File: src/rtl/segrun_pkg.sv
// Shared types and glyph tables for the seven-segment display engine.
// Glyphs are active-high, bit order {g,f,e,d,c,b,a}.
package segrun_pkg;

    typedef enum logic [1:0] {LOCK, GAME, SCORE} mode_t;
    typedef enum logic [1:0] {IDLE, CONV, DONE} cstate_t;

    localparam int SEG_A = 0;
    localparam int SEG_B = 1;
    localparam int SEG_C = 2;
    localparam int SEG_D = 3;
    localparam int SEG_E = 4;
    localparam int SEG_F = 5;
    localparam int SEG_G = 6;

    localparam logic [6:0] GLYPH_0     = 7'h3F;
    localparam logic [6:0] GLYPH_1     = 7'h06;
    localparam logic [6:0] GLYPH_2     = 7'h5B;
    localparam logic [6:0] GLYPH_3     = 7'h4F;
    localparam logic [6:0] GLYPH_4     = 7'h66;
    localparam logic [6:0] GLYPH_5     = 7'h6D;
    localparam logic [6:0] GLYPH_6     = 7'h7D;
    localparam logic [6:0] GLYPH_7     = 7'h07;
    localparam logic [6:0] GLYPH_8     = 7'h7F;
    localparam logic [6:0] GLYPH_9     = 7'h6F;
    localparam logic [6:0] GLYPH_DASH  = 7'h40;
    localparam logic [6:0] GLYPH_BLANK = 7'h00;
    localparam logic [6:0] GLYPH_FULL  = 7'h7F;

    function automatic logic [6:0] digit_glyph(input logic [3:0] d);
        case (d)
            4'd0:    return GLYPH_0;
            4'd1:    return GLYPH_1;
            4'd2:    return GLYPH_2;
            4'd3:    return GLYPH_3;
            4'd4:    return GLYPH_4;
            4'd5:    return GLYPH_5;
            4'd6:    return GLYPH_6;
            4'd7:    return GLYPH_7;
            4'd8:    return GLYPH_8;
            4'd9:    return GLYPH_9;
            default: return GLYPH_BLANK;
        endcase
    endfunction

    function automatic longint unsigned pow10(input int n);
        longint unsigned r;
        r = 1;
        for (int i = 0; i < n; i++) r = r * 10;
        return r;
    endfunction

endpackage

File: src/rtl/bin2bcd_seq.sv
// Sequential double-dabble: one shift per cycle for SCORE_W cycles.
// bcd is valid in the cycle done is high (last shift is combinational).
module bin2bcd_seq
    import segrun_pkg::*;
#(
    parameter int SCORE_W    = 14,
    parameter int NUM_DIGITS = 6
) (
    input  logic                        clk,
    input  logic                        rst,
    input  logic                        start,
    input  logic                        abort,
    input  logic [SCORE_W-1:0]          value,
    output logic                        busy,
    output logic                        done,
    output logic [NUM_DIGITS-1:0][3:0]  bcd
);
    localparam int CW = $clog2(SCORE_W + 1);
    localparam longint unsigned MAXV = pow10(NUM_DIGITS) - 1;

    logic [SCORE_W-1:0]         bin_q, bin_nx;
    logic [NUM_DIGITS-1:0][3:0] acc_q, adj, acc_nx;
    logic [CW-1:0]              cnt_q;
    logic                       sat_q;

    always_comb begin
        for (int i = 0; i < NUM_DIGITS; i++)
            adj[i] = (acc_q[i] >= 4'd5) ? acc_q[i] + 4'd3 : acc_q[i];
        {acc_nx, bin_nx} = {adj, bin_q} << 1;
    end

    assign done = busy && (cnt_q == CW'(SCORE_W - 1));
    assign bcd  = sat_q ? {NUM_DIGITS{4'd9}} : acc_nx;

    always_ff @(posedge clk or posedge rst) begin
        if (rst) begin
            busy  <= 1'b0;
            cnt_q <= '0;
            bin_q <= '0;
            acc_q <= '0;
            sat_q <= 1'b0;
        end else if (start) begin
            bin_q <= value;
            acc_q <= '0;
            cnt_q <= '0;
            busy  <= 1'b1;
            sat_q <= 64'(value) > MAXV;
        end else if (abort) begin
            busy <= 1'b0;
        end else if (busy) begin
            acc_q <= acc_nx;
            bin_q <= bin_nx;
            cnt_q <= cnt_q + 1'b1;
            if (done) busy <= 1'b0;
        end
    end

endmodule

File: src/rtl/segment_display_engine.sv
// Seven-segment display bank driver: LOCK / GAME / SCORE views behind an
// input sample stage and a registered, polarity-adjusted output.
module segment_display_engine
    import segrun_pkg::*;
#(
    parameter int NUM_DIGITS = 6,
    parameter int SCORE_W    = 14,
    parameter bit ACTIVE_LOW = 1'b1
) (
    input  logic                    clk,
    input  logic                    rst,
    input  logic                    loggedIn,
    input  logic [NUM_DIGITS-1:0]   ceilingBits,
    input  logic [NUM_DIGITS-1:0]   floorBits,
    input  logic                    playerPos,
    input  logic [SCORE_W-1:0]      score,
    input  logic                    showScore,
    input  logic                    blinkTick,
    output logic [7*NUM_DIGITS-1:0] disp,
    output logic                    busy
);
    localparam int L = NUM_DIGITS - 1;

    mode_t                      mode_q;
    cstate_t                    state_q;
    logic [NUM_DIGITS-1:0]      ceil_q, floor_q, lz;
    logic                       pos_q, phase_q, pend_q, have_q;
    logic [SCORE_W-1:0]         score_q, lat_q;
    logic [NUM_DIGITS-1:0][3:0] digits_q, conv_bcd, show_dig;
    logic [NUM_DIGITS-1:0][6:0] seg, disp_q;
    logic                       conv_start, conv_abort, conv_done, in_score;
    logic                       show_have, collide;

    always_ff @(posedge clk or posedge rst) begin
        if (rst) begin
            mode_q  <= LOCK;
            ceil_q  <= '0;
            floor_q <= '0;
            pos_q   <= 1'b0;
            score_q <= '0;
            phase_q <= 1'b1;
        end else begin
            mode_q  <= !loggedIn ? LOCK : (showScore ? SCORE : GAME);
            ceil_q  <= ceilingBits;
            floor_q <= floorBits;
            pos_q   <= playerPos;
            score_q <= score;
            if (blinkTick) phase_q <= ~phase_q;
        end
    end

    assign in_score = (mode_q == SCORE);

    always_comb begin
        conv_start = 1'b0;
        conv_abort = 1'b0;
        case (state_q)
            IDLE: conv_start = in_score;
            CONV: begin
                if (!in_score) conv_abort = 1'b1;
                else if (conv_done && (pend_q || score_q != lat_q)) conv_start = 1'b1;
            end
            DONE:    conv_start = in_score && (score_q != lat_q);
            default: ;
        endcase
    end

    // A conversion always runs to completion on a score change; the newest
    // score is picked up afterwards via pend_q so no stale value is shown.
    always_ff @(posedge clk or posedge rst) begin
        if (rst) begin
            state_q  <= IDLE;
            lat_q    <= '0;
            pend_q   <= 1'b0;
            have_q   <= 1'b0;
            digits_q <= '0;
        end else begin
            case (state_q)
                IDLE: begin
                    have_q <= 1'b0;
                    pend_q <= 1'b0;
                    if (conv_start) begin
                        state_q <= CONV;
                        lat_q   <= score_q;
                    end
                end
                CONV: begin
                    if (!in_score) begin
                        state_q <= IDLE;
                        pend_q  <= 1'b0;
                        have_q  <= 1'b0;
                    end else if (conv_done) begin
                        digits_q <= conv_bcd;
                        have_q   <= 1'b1;
                        if (conv_start) begin
                            lat_q  <= score_q;
                            pend_q <= 1'b0;
                        end else begin
                            state_q <= DONE;
                        end
                    end else if (score_q != lat_q) begin
                        lat_q  <= score_q;
                        pend_q <= 1'b1;
                    end
                end
                DONE: begin
                    if (!in_score) begin
                        state_q <= IDLE;
                        have_q  <= 1'b0;
                    end else if (conv_start) begin
                        state_q <= CONV;
                        lat_q   <= score_q;
                    end
                end
                default: state_q <= IDLE;
            endcase
        end
    end

    bin2bcd_seq #(.SCORE_W(SCORE_W), .NUM_DIGITS(NUM_DIGITS)) u_conv (
        .clk   (clk),
        .rst   (rst),
        .start (conv_start),
        .abort (conv_abort),
        .value (score_q),
        .busy  (busy),
        .done  (conv_done),
        .bcd   (conv_bcd)
    );

    // Bypass the digit register on completion so new digits land on disp
    // at the same edge busy falls.
    assign show_dig  = (conv_done && in_score) ? conv_bcd : digits_q;
    assign show_have = have_q || (conv_done && in_score);
    assign collide   = pos_q ? ceil_q[L] : floor_q[L];

    always_comb begin
        lz[L] = (show_dig[L] == 4'd0);
        for (int i = L - 1; i >= 0; i--)
            lz[i] = lz[i+1] && (show_dig[i] == 4'd0);
    end

    always_comb begin
        for (int i = 0; i < NUM_DIGITS; i++) begin
            seg[i] = GLYPH_DASH;
            if (mode_q == GAME) begin
                seg[i] = GLYPH_BLANK;
                seg[i][SEG_A] = ceil_q[i];
                seg[i][SEG_D] = floor_q[i];
                if (i == L) begin
                    seg[i][pos_q ? SEG_F : SEG_E] = 1'b1;
                    if (collide) seg[i] = phase_q ? GLYPH_FULL : GLYPH_BLANK;
                end
            end else if (mode_q == SCORE) begin
                seg[i] = (!show_have || (lz[i] && i != 0)) ? GLYPH_BLANK
                                                           : digit_glyph(show_dig[i]);
            end
        end
    end

    always_ff @(posedge clk or posedge rst) begin
        if (rst) disp_q <= ACTIVE_LOW ? '1 : '0;
        else     disp_q <= ACTIVE_LOW ? ~seg : seg;
    end

    assign disp = disp_q;

endmodule

File: config.mk
export PLATFORM = sky130hd
export DESIGN_NAME = segment_display_engine
export DESIGN_NICKNAME = d
export VERILOG_FILES = /design/src/rtl/segrun_pkg.sv /design/src/rtl/bin2bcd_seq.sv /design/src/rtl/segment_display_engine.sv
export SDC_FILE = /design/constraint.sdc
export NUM_CORES = 1
export LEC_CHECK = 0
export CORE_UTILIZATION = 35
export CTS_CLUSTER_DIAMETER = 40
export DETAILED_ROUTE_END_ITERATION = 8
export PLACE_DENSITY = 0.6
export SYNTH_ARGS = -nofsm -noshare
export SYNTH_HDL_FRONTEND = slang
export SYNTH_HIERARCHICAL = 1
export SYNTH_SLANG_ARGS = --single-unit
File: constraint.sdc
create_clock -name clk -period 5.2 [get_ports clk]
set_input_delay 1.04 -clock clk [delete_from_list [all_inputs] [get_ports clk]]
set_output_delay 1.04 -clock clk [all_outputs]
set_load 0.01 [all_outputs]
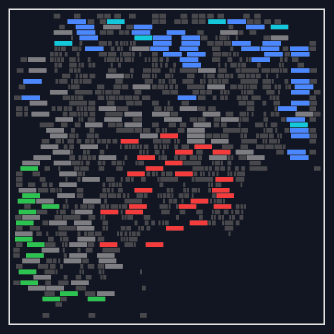
*Register map, names as in the netlist*
Scale: 2 px per um.
Cyan shows `floor_q`, flops 6. Green shows `score_q`, flops 14. Blue shows `disp`, flops 42. Red shows `u_conv/acc_q`, flops 24, where centre.
Another 71 sequential cells are not coloured.
total area of sequential cells: 3983 um2
sequential power: 1.66 mW
share of the core filled with cells in the final layout: 42.65%
share of the final layout cell area in sequential cells: 39.78%

==> results.yml <==
# synthesis and place-and-route metrics
setup_path:
  startpoint: "u_conv/cnt_q[1]"
  r2r_cells: 12
  timing.critical_path.buf_inv: 1
  timing.critical_path.depth: 12
  path_class: "flip-flop to flip-flop"
  cpMaxStageDelayCell: "sky130_fd_sc_hd__and3b_1"
  arrival_ns: 4.35
  crit_family: "simple AND/OR/NAND/NOR gates"
  crit_path_frequent_cell: "sky130_fd_sc_hd__and3_1"
  setup.worst_path.end: "disp[24]"
  critical_path.max_fanout: 9
  rr_endpoint: "disp[24]"
grt:
  globalRouteMet1Util_pct: 20.65
  grt-ovfl-total: 0
  globalRoute.busiestLayer: "met2"
  grt_pass1_vias: 5763
  grt_first_pass_wirelength_mm: 29.25
  grt_max_degree: 62
cells_and_area:
  area_share_nonclk_buffers_pct: 8.048
  largest_class: "logic gates"
  antenna_cells: 0
  drive_gt1_share_pct: 16.67
  final.signal_inverter_count: 33
  final_net_count: 939
  final_common_cell: "sky130_fd_sc_hd__dfrtp_1"
  layout.non_clock_buffers: 81
  n_multi_input_combinational_cell: 573
  num-fill-cells: 2224
  layout-area-overhead-vs-synth_pct: 19.45
cts:
  cts.sink_count: 157
  root_buffer_cell: "sky130_fd_sc_hd__clkbuf_16"
  cts_hold_repair.buffers: 0
  ctsLongestPathBuffers: 2
  cts_made_buffers: 17
  htree_depth: 4
route:
  detailroute.wirelength.met2_mm: 8.190
  via_density_per_instance: 4.977
  first_iter_violations: 318
  drt-pass1-iter-count: 5
  wire_per_inst_um: 14.68
  wl_mm: 17.54
  route.top_layer_used: "met4"
  antenna_viol_nets_final: 0
  met3_wirelength_um: 576
synth:
  ys_cells: 793
  ys_types: 61
  synth.yosys.chip_area_um2: 8382
  muxShareOfSynthArea_pct: 13.30
  postSynth.asyncResetShare_pct: 100.0
  syn_area_um2: 8382
  post_synth_main_area_contributors: "sky130_fd_sc_hd__dfrtp_1 (34%), sky130_fd_sc_hd__dfstp_2 (13%), sky130_fd_sc_hd__ha_1 (6.6%)"
  synth-edff-count: 0
  synth.yosys.seq_area_share_pct: 47.51
  top_area_share_pct: 34.03
  yosys_warning_total: 6
  netlist_logic_family_top: "simple AND/OR/NAND/NOR gates"
die:
  taps: 319
  die_x_um: 156.8
  number_of_i_o_pins: 75
  die_h_um: 156.8
  design.die.area_um2: 24570
power:
  pg_comb_mw: 1.18
  power.combinational.fraction_pct: 28.8
  power.internal_mw: 2.561
  largestPowerGroup: "sequential cells"
  clock_power_mw: 1.26
  max-vdd-ir-drop_mv: 0.2274
job:
  drv.max_cap_violation_count: 0
  warning_count: 57
timing:
  slew_headroom_pct: 25.16
  finalWorstSetupSlack_ns: 1.194
  unrepaired_setup_endpoints_after_global_routing: "no"
  timing.fmax_mhz: 249.6
  hold-worst-slack_ns: 0.3897
  fin_worst_skew_ns: 0.01556
  min_period_ns: 4.006
  final-hold-violation-count: 0
  min_period_over_period_pct: 77.05
place:
  place.gp.congestion: 0.7894
  postPlaceCellArea_um2: 9403
  post-dp-hpwl_mm: 12.43
hold_path:
  timing.hold.worst_path_depth: 1
  worstHoldPathType: "flip-flop to flip-flop"
  startpoint_of_the_tightest_hold_check_path: "floor_q[1]"
status:
  status: "completed"
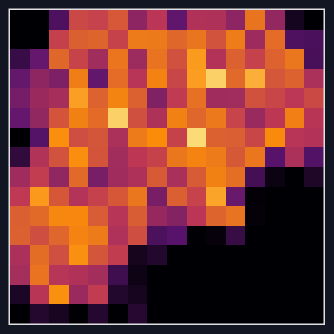
*Cell density map*
Scale: 2 px per um. The die is cut into 16 by 16 equal tiles; black is low, pale yellow is high, 0 to 100% covered.
The mean over all tiles is 39%. 23% of the tiles are nearly empty. The emptiest ninth of the die: south-east.
Core Footprint: 23,470 um2
fp_density: 35.71%

Power and IR drop assume default switching activity.
